File: config.mk
export PLATFORM = sky130hd
export DESIGN_NAME = dmem_share_arbiter
export DESIGN_NICKNAME = d
export VERILOG_FILES = /design/src/rtl/dmem_share_arbiter_pkg.sv /design/src/rtl/dmem_share_arbiter_rd_tag_pipe.sv /design/src/rtl/dmem_share_arbiter.sv
export SDC_FILE = /design/constraint.sdc
export NUM_CORES = 1
export LEC_CHECK = 0
export ABC_AREA = 1
export CAP_MARGIN = 15
export CELL_PAD_IN_SITES_DETAIL_PLACEMENT = 1
export CELL_PAD_IN_SITES_GLOBAL_PLACEMENT = 2
export CORE_AREA = 2 2 187 189
export DETAILED_ROUTE_END_ITERATION = 7
export DIE_AREA = 0 0 189 191
export PLACE_DENSITY = 0.92
export SYNTH_ARGS = -nofsm -noshare
export SYNTH_HDL_FRONTEND = slang
export SYNTH_HIERARCHICAL = 1
export SYNTH_SLANG_ARGS = --single-unit
File: constraint.sdc
create_clock -name CLK -period 2.2 [get_ports CLK]
set_input_delay 0.44 -clock CLK [delete_from_list [all_inputs] [get_ports CLK]]
set_output_delay 0.44 -clock CLK [all_outputs]
set_load 0.05 [all_outputs]
File: src/rtl/dmem_share_arbiter_pkg.sv
// Shared definitions for the node data-memory arbiter.
//   owner_e  : which requester (if any) owns the dmem port this cycle
//   DMEM_AW  : dmem word-address width
//   DMEM_DW  : dmem data width
package dmem_share_arbiter_pkg;

  localparam int DMEM_AW = 8;
  localparam int DMEM_DW = 64;

  typedef enum logic [1:0] {
    OWNER_NONE = 2'd0,
    OWNER_CPU  = 2'd1,
    OWNER_EXT  = 2'd2
  } owner_e;

endpackage

File: src/rtl/dmem_share_arbiter_rd_tag_pipe.sv
// Read-return tag pipe: tracks each issued dmem read for RD_LAT cycles so the
// returning mem_rdata can be steered to the requester that issued it.
//   CLK       in   clock
//   RESET     in   synchronous active-high; drops every tag in flight
//   in_vld    in   a read was issued this cycle
//   in_owner  in   requester that issued it
//   out_vld   out  a read issued RD_LAT cycles ago returns now
//   out_owner out  requester that issued the returning read
module dmem_share_arbiter_rd_tag_pipe
  import dmem_share_arbiter_pkg::*;
#(
  parameter int RD_LAT = 1
) (
  input  logic   CLK,
  input  logic   RESET,
  input  logic   in_vld,
  input  owner_e in_owner,
  output logic   out_vld,
  output owner_e out_owner
);

  logic   vld_p [RD_LAT];
  owner_e own_p [RD_LAT];

  // Stage 0 .. RD_LAT-1: one entry per cycle of dmem read latency
  always_ff @(posedge CLK) begin
    if (RESET) begin
      for (int i = 0; i < RD_LAT; i++) vld_p[i] <= 1'b0;
    end else begin
      vld_p[0] <= in_vld;
      for (int i = 1; i < RD_LAT; i++) vld_p[i] <= vld_p[i-1];
    end
  end

  // Owner tag is only meaningful alongside vld_p, so it needs no reset.
  always_ff @(posedge CLK) begin
    own_p[0] <= in_owner;
    for (int i = 1; i < RD_LAT; i++) own_p[i] <= own_p[i-1];
  end

  assign out_vld   = vld_p[RD_LAT-1];
  assign out_owner = own_p[RD_LAT-1];

endmodule

File: src/rtl/dmem_share_arbiter.sv
// Shares one single-ported 256x64 dmem between the local CPU and the NIC
// remote-access (EXT) path. At most one access is issued per cycle; CPU wins
// by default, but EXT is forced through after STARVE_MAX consecutive denials.
// Read data is steered back to the issuing port RD_LAT cycles later.
//   CLK, RESET                      clock, synchronous active-high reset
//   cpu_req/wr/addr/wdata           CPU request (held by CPU while stalled)
//   cpu_stall, cpu_rvalid, cpu_rdata CPU handshake and read return
//   ext_req/wr/addr/wdata           EXT request (held until ext_gnt)
//   ext_gnt, ext_rvalid, ext_rdata  EXT handshake and read return
//   mem_en/wr_en/addr/wdata/rdata   dmem port
//   conflict_cnt                    saturating count of cycles both requested
module dmem_share_arbiter
  import dmem_share_arbiter_pkg::*;
#(
  parameter int STARVE_MAX = 4,
  parameter int RD_LAT     = 1,
  parameter int CNT_W      = 16
) (
  input  logic               CLK,
  input  logic               RESET,
  input  logic               cpu_req,
  input  logic               cpu_wr,
  input  logic [DMEM_AW-1:0] cpu_addr,
  input  logic [DMEM_DW-1:0] cpu_wdata,
  output logic               cpu_stall,
  output logic               cpu_rvalid,
  output logic [DMEM_DW-1:0] cpu_rdata,
  input  logic               ext_req,
  input  logic               ext_wr,
  input  logic [DMEM_AW-1:0] ext_addr,
  input  logic [DMEM_DW-1:0] ext_wdata,
  output logic               ext_gnt,
  output logic               ext_rvalid,
  output logic [DMEM_DW-1:0] ext_rdata,
  output logic               mem_en,
  output logic               mem_wr_en,
  output logic [DMEM_AW-1:0] mem_addr,
  output logic [DMEM_DW-1:0] mem_wdata,
  input  logic [DMEM_DW-1:0] mem_rdata,
  output logic [CNT_W-1:0]   conflict_cnt
);

  localparam logic [3:0]       STARVE_LIM = 4'(STARVE_MAX);
  localparam logic [CNT_W-1:0] CNT_MAX    = '1;

  function automatic logic [CNT_W-1:0] sat_inc(input logic [CNT_W-1:0] v);
    return (v == CNT_MAX) ? v : v + CNT_W'(1);
  endfunction

  logic [3:0] starve_cnt;
  owner_e     owner;
  logic       tail_vld;
  owner_e     tail_owner;

  // Grant: EXT only wins a contested cycle once it has waited STARVE_MAX cycles.
  always_comb begin
    owner = OWNER_NONE;
    if (RESET) begin
      owner = OWNER_NONE;
    end else if (ext_req && (!cpu_req || starve_cnt == STARVE_LIM)) begin
      owner = OWNER_EXT;
    end else if (cpu_req) begin
      owner = OWNER_CPU;
    end
  end

  always_comb begin
    mem_en    = 1'b0;
    mem_wr_en = 1'b0;
    mem_addr  = '0;
    mem_wdata = '0;
    unique case (owner)
      OWNER_CPU: begin
        mem_en    = 1'b1;
        mem_wr_en = cpu_wr;
        mem_addr  = cpu_addr;
        mem_wdata = cpu_wdata;
      end
      OWNER_EXT: begin
        mem_en    = 1'b1;
        mem_wr_en = ext_wr;
        mem_addr  = ext_addr;
        mem_wdata = ext_wdata;
      end
      default: ;
    endcase
  end

  assign cpu_stall = cpu_req && !RESET && (owner != OWNER_CPU);
  assign ext_gnt   = (owner == OWNER_EXT);

  always_ff @(posedge CLK) begin
    if (RESET || !ext_req || ext_gnt) begin
      starve_cnt <= 4'd0;
    end else begin
      starve_cnt <= starve_cnt + 4'd1;
    end
  end

  always_ff @(posedge CLK) begin
    if (RESET) begin
      conflict_cnt <= '0;
    end else if (cpu_req && ext_req) begin
      conflict_cnt <= sat_inc(conflict_cnt);
    end
  end

  dmem_share_arbiter_rd_tag_pipe #(
    .RD_LAT (RD_LAT)
  ) u_rd_tag_pipe (
    .CLK       (CLK),
    .RESET     (RESET),
    .in_vld    (mem_en && !mem_wr_en),
    .in_owner  (owner),
    .out_vld   (tail_vld),
    .out_owner (tail_owner)
  );

  // Pipe tail: the stage registers still hold stale tags during the reset
  // cycle itself, so the returns are masked until the clear takes effect.
  assign cpu_rvalid = !RESET && tail_vld && (tail_owner == OWNER_CPU);
  assign ext_rvalid = !RESET && tail_vld && (tail_owner == OWNER_EXT);
  assign cpu_rdata  = mem_rdata;
  assign ext_rdata  = mem_rdata;

endmodule

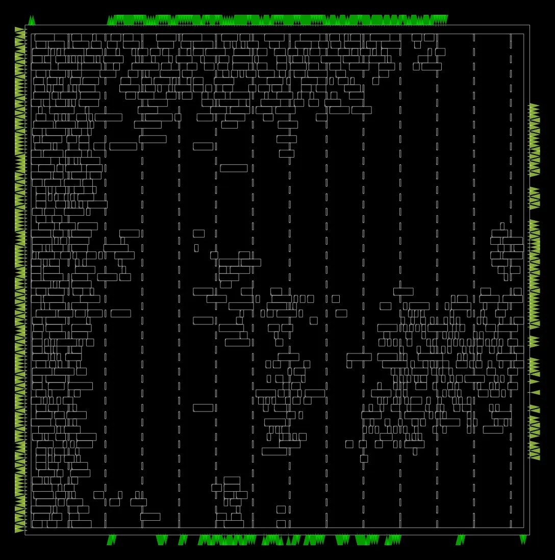
placement.png
number of tap instances: 455
post-layout utilization of the core: 0.237
placement row count: 68
sequential share of cell area: 0.0574

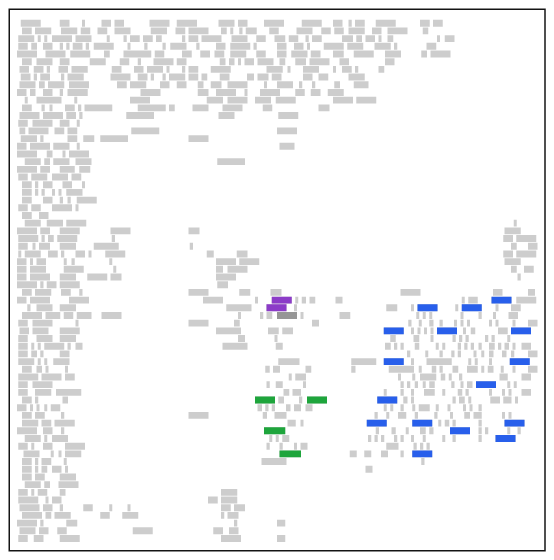
flops_by_reg.png
Other sequential cells in the stronger grey, the rest of the logic in the fainter grey.
Key: starve_cnt = green [flops 4, where bottom middle]; conflict_cnt = blue [flops 16]; u_rd_tag_pipe/own_p = purple [flops 2]
Another 1 sequential cells are not coloured.

==> results_dict.tcl <==
# flow metrics
set metrics [dict create \
    muxShareOfSynthArea 0 \
    power_combinational_uw 1360 \
    critical_path_required_ns 1.76 \
    critical_path_source_type "register" \
    drt_first_pass_iters 4 \
    static-leakage-power_uw 0.00274 \
    net_sw_frac 0.388 \
    fin_cells 1196 \
    logic_family "buffers and inverters" \
    grt_util_met1 0.0952 \
    cts_setup_buffers 11 \
    postSynthSeqShare 0.137 \
    share_of_power_burned_in_combinational_logic 0.607 \
    post_cts_resized 83 \
    largest_class "non-clock buffers" \
    final_max_slew_viol_count 0 \
    setup-tns-final_ns -36.50 \
    route.detailed.wl_per_inst_um 14.4 \
    post_synth_xor_area_fraction 0.0130 \
    setup.worst_path.class "register to output pin" \
    ys_sh_aoi 0.126 \
    yosys.cell_types.count 25 \
    final_hold_viol_count 0 \
    reg2reg_setup_slack_ns 0.21 \
    final_area_um2 8070 \
    synthesis.instances 597 \
    drive_gt1_frac 0.390 \
    max_stage_delay_ns 0.32 \
    gpl.final_weighted_congestion 0.698 \
    fin_crit_sh 1.25 \
    clock_buffers 3 \
    clock.fmax_ghz 0.365 \
    die.size.x_um 189 \
    synth_area_um2 3370 \
    outcome "finished with violations" \
    cts-htree-levels 1 \
    drc_errors 0 \
    setup_viol 76 \
    die_height_um 191 \
    most_frequent_cells_after_synthesis "210 x nand2_1, 128 x buf_4, 75 x a21oi_1" \
    drtAntennaViolNets 0 \
    met3_length_um 1640 \
    clock_tree_from_tritoncts "built" \
    post_dp_cell_area_um2 7350 \
    layout_top_cell_excl_fill_tap "nand2_1" \
    antenna_found_initial 0 \
    asyncSetResetFlopFracSynth 0 \
    topCellsByArea "buf_4 28%, nand2_1 23%, dfxtp_1 14%" \
    failed_checks "setup timing" \
    met3_usage 0.0362 \
    finalWorstSetupSlack_ns -0.542 \
    critical_path_cell_count 14 \
    via_per_inst 3.50 \
    rr_startpoint "starve_cnt[1]$_SDFF_PP0_" \
    flop_cell "dfxtp_1" \
    dpl.cell_count 1172 \
]
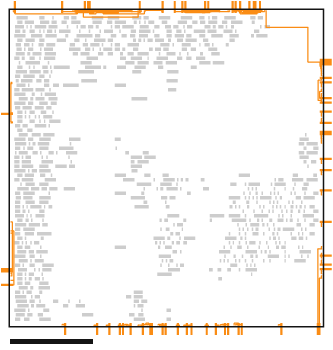
io_fan.png
The bar under the picture is 50 µm long.
Key: cpu_rdata = orange [direction output, edge 23 bottom, 19 top, 18 right, 4 left, end cells 0, buffers 0, wire 865 µm]

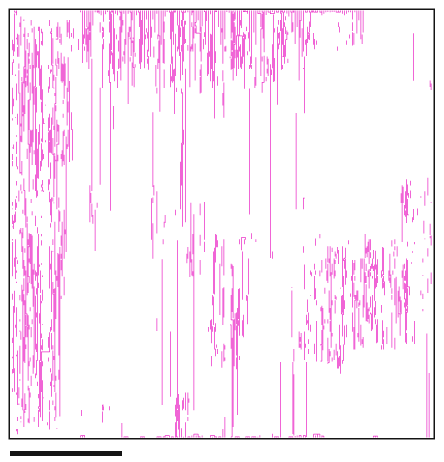
layer_met2.png
The bar under the picture is 50 µm long.
The wires run mostly vertical. 855 nets have wire on it. The layer carries 9,010 µm of wire. The layer holds 52% of the routed length. The longest straight run is 87.4 µm.

Power is estimated from default activity; no workload was simulated.
